<file path="src/rtl/prio_encoder_q.sv">
// prio_encoder_q: registered priority encoder with sticky request queue, valid/ready output
//   clk         in   clock, rising edge
//   rst_n       in   synchronous reset, active low
//   req_i       in   [N]  request lines, OR-ed into the pending vector every cycle
//   flush_i     in   clears pending vector and drops any output in flight
//   out_valid_o out  out_idx_o holds an index awaiting acceptance
//   out_ready_i in   consumer accepts out_idx_o while out_valid_o is high
//   out_idx_o   out  [IW] delivered request index
//   pend_o      out  [N]  registered pending vector
//   coal_cnt_o  out  [CW] saturating count of requests merged into already-pending bits
module prio_encoder_q #(
  parameter int N = 4,
  parameter int MODE = 0,
  parameter int CW = 8,
  localparam int IW = $clog2(N)
) (
  input  logic          clk,
  input  logic          rst_n,
  input  logic [N-1:0]  req_i,
  input  logic          flush_i,
  output logic          out_valid_o,
  input  logic          out_ready_i,
  output logic [IW-1:0] out_idx_o,
  output logic [N-1:0]  pend_o,
  output logic [CW-1:0] coal_cnt_o
);
  localparam int PW = $clog2(N + 1);
  localparam int SW = (CW > PW ? CW : PW) + 1;
  typedef enum logic {S_IDLE, S_SHOW} state_t;
  state_t r_state, w_state_nxt;
  logic [N-1:0]  r_pend, w_above, w_cand, w_clr, w_merge;
  logic [IW-1:0] r_idx, r_ptr, w_hi, w_lo, w_sel;
  logic [CW-1:0] r_coal, w_coal_nxt;
  logic [PW-1:0] w_cnt;
  logic [SW-1:0] w_sum;
  logic          w_load;
  // w_hi: highest pending bit; w_lo: lowest pending bit above rr pointer, else lowest overall (wrap)
  always_comb begin
    w_hi = '0;
    w_lo = '0;
    w_above = '0;
    for (int i = 0; i < N; i++) begin
      w_above[i] = r_pend[i] && (IW'(i) > r_ptr);
      if (r_pend[i]) w_hi = IW'(i);
    end
    w_cand = |w_above ? w_above : r_pend;
    for (int i = N - 1; i >= 0; i--) if (w_cand[i]) w_lo = IW'(i);
  end
  assign w_sel = (MODE != 0) ? w_lo : w_hi;
  assign w_load = |r_pend && (r_state == S_IDLE || out_ready_i);
  assign w_clr = w_load ? (N'(1) << w_sel) : '0;
  // a bit being cleared this cycle counts as a fresh set, not a merge
  assign w_merge = req_i & r_pend & ~w_clr;
  always_comb begin
    w_cnt = '0;
    for (int i = 0; i < N; i++) w_cnt = w_cnt + PW'(w_merge[i]);
  end
  assign w_sum = SW'(r_coal) + SW'(w_cnt);
  assign w_coal_nxt = (w_sum > SW'({CW{1'b1}})) ? '1 : w_sum[CW-1:0];
  assign w_state_nxt = w_load ? S_SHOW : (r_state == S_SHOW && out_ready_i) ? S_IDLE : r_state;
  always_ff @(posedge clk) begin
    if (!rst_n) begin
      r_state <= S_IDLE;
      r_pend <= '0;
      r_idx <= '0;
      r_coal <= '0;
      r_ptr <= IW'(N - 1);
    end else if (flush_i) begin
      r_state <= S_IDLE;
      r_pend <= '0;
    end else begin
      r_state <= w_state_nxt;
      r_pend <= (r_pend & ~w_clr) | req_i;
      r_coal <= w_coal_nxt;
      if (w_load) begin
        r_idx <= w_sel;
        if (MODE != 0) r_ptr <= w_sel;
      end
    end
  end
  assign out_valid_o = (r_state == S_SHOW);
  assign out_idx_o = r_idx;
  assign pend_o = r_pend;
  assign coal_cnt_o = r_coal;
endmodule

</file>
<file path="config.mk">
export PLATFORM = sky130hd
export DESIGN_NAME = prio_encoder_q
export DESIGN_NICKNAME = d
export VERILOG_FILES = /design/src/rtl/prio_encoder_q.sv
export SDC_FILE = /design/constraint.sdc
export NUM_CORES = 1
export LEC_CHECK = 0
export CAP_MARGIN = 20
export CORE_ASPECT_RATIO = 0.9
export CORE_MARGIN = 2
export CORE_UTILIZATION = 35
export DETAILED_ROUTE_END_ITERATION = 6
export MAX_ROUTING_LAYER = met4
export PLACE_DENSITY = 0.68
export SETUP_SLACK_MARGIN = 0.5
export SYNTH_ARGS = -nofsm -noshare
export SYNTH_HDL_FRONTEND = slang
export SYNTH_SLANG_ARGS = --single-unit
</file>
<file path="constraint.sdc">
create_clock -name clk -period 2.8 [get_ports clk]
set_clock_uncertainty 0.15 [all_clocks]
set_input_delay 0.42 -clock clk [delete_from_list [all_inputs] [get_ports clk]]
set_output_delay 0.42 -clock clk [all_outputs]
set_load 0.05 [all_outputs]
</file>
Figure 1. Wiring heat map.
Drawn at 8 px/um. 10 x 9 tiles, from white (low) to dark blue (high), scaled to the fullest tile. Values are wire area over tile area, all layers added.
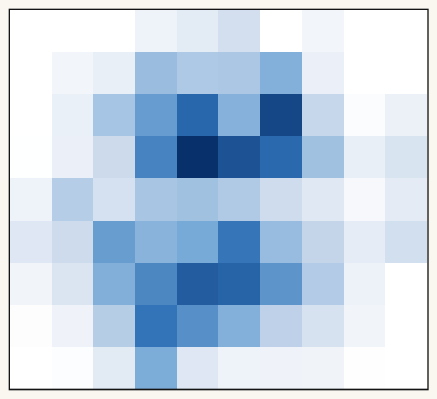
- densest ninth of the die: center
- fullest tile: 0.43
- tiles over half the peak: 18%
- mean over tiles: 0.11
- nearly empty tiles: 21%

Figure 2. Logic cells by family.
Drawn at 12 px/um.
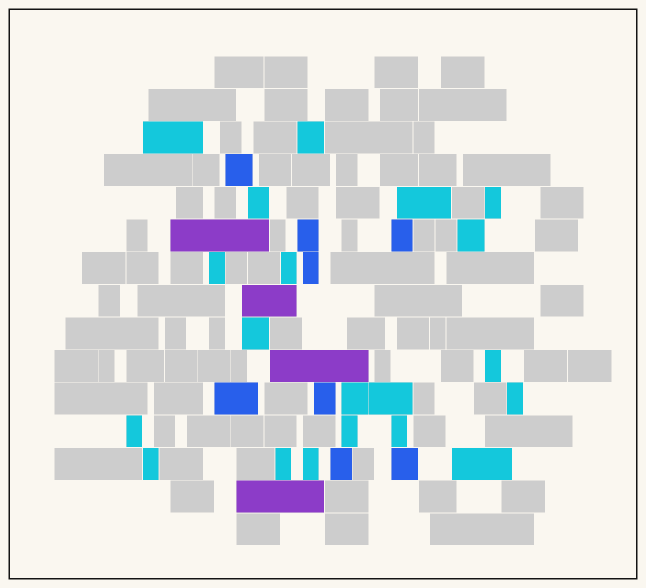
- cyan: nor cells (cells 20)
- purple: fa/ha/maj cells (cells 4)
- blue: nand cells (cells 8)

==> impl_metrics.env <==
# implementation run metrics
export IMPL_status="finished with violations"
export IMPL_violations="setup timing"
export IMPL_setup_ws_ns=-0.169
export IMPL_htree_levels=1
export IMPL_synthCells=82
export IMPL_path_delay_family="simple AND/OR/NAND/NOR gates"
export IMPL_grt_max_degree=10
export IMPL_setup_viol=8
export IMPL_simple_gate_share_pct=24.1
export IMPL_hold_start="out_idx_o[0]$_SDFFE_PN0P_"
export IMPL_nClkBuffers=3
export IMPL_cp_endpoint="coal_cnt_o[6]$_SDFFE_PN0N_"
export IMPL_layout_cells_most_common="clkdlybuf4s50_1"
export IMPL_place_congestion=0.814
export IMPL_place_inst=136
export IMPL_antenna_cells=0
export IMPL_synthMuxAreaShare_pct=0
export IMPL_yosysMostFrequentCell="dfxtp_1"
export IMPL_rows=15
export IMPL_max_stage_delay_ns=0.43
export IMPL_tapCellCount=25
export IMPL_maxPowerGroup="registers"
export IMPL_syn_area_per_cell_um2=8.91
export IMPL_synth_flops=15
export IMPL_drv_slew=0
export IMPL_cp_required_ns=2.86
export IMPL_postCtsSetupRepairBufs=2
export IMPL_seq_cells=15
export IMPL_crit_path_start_kind="register"
export IMPL_ctsHoldBuffers=0
export IMPL_ir_drop_mv=0.287
export IMPL_combinationalPowerShare_pct=21.8
export IMPL_n_fill_cell=186
export IMPL_nets=130
export IMPL_num_nonclk_buffers=31
export IMPL_crit_chain="nor2b_4, or4_4, nand3_2, fa_1, fa_2, inv_2, fa_2, nand4_1, buf_4, nor3b_2, nor2_1, a211oi_1"
export IMPL_yosysWarnings=0
export IMPL_fa_ha_area_share_pct=9.93
Figure 3. Track usage over the die.
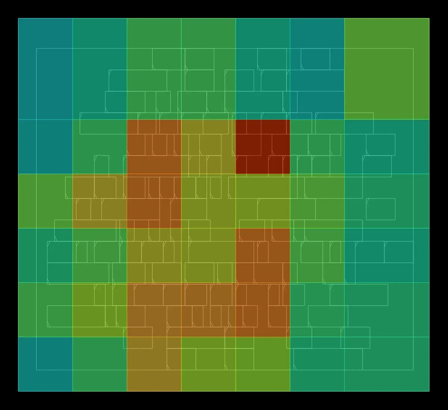
met3 usage: 4.78%
GR Layer Usage met1: 21.9%
met2 track demand over resource: 26.3%
GR Util All Layers: 17.1%

Figure 4. Clock wires, drivers and flops.
Drawn at 8 px/um.
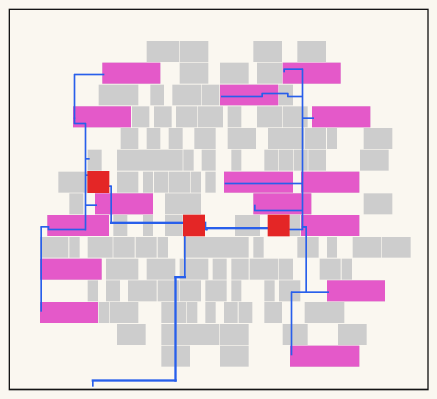
- red: clock-net drivers (count 3)
- blue: clock wires (length 181 um)
- magenta: flip-flops (count 15)
- routed clock nets: 4
clk pwr: 120 uW
Clk Latency, worst-skew pair: 0.28 ns

Power and IR drop assume default switching activity.
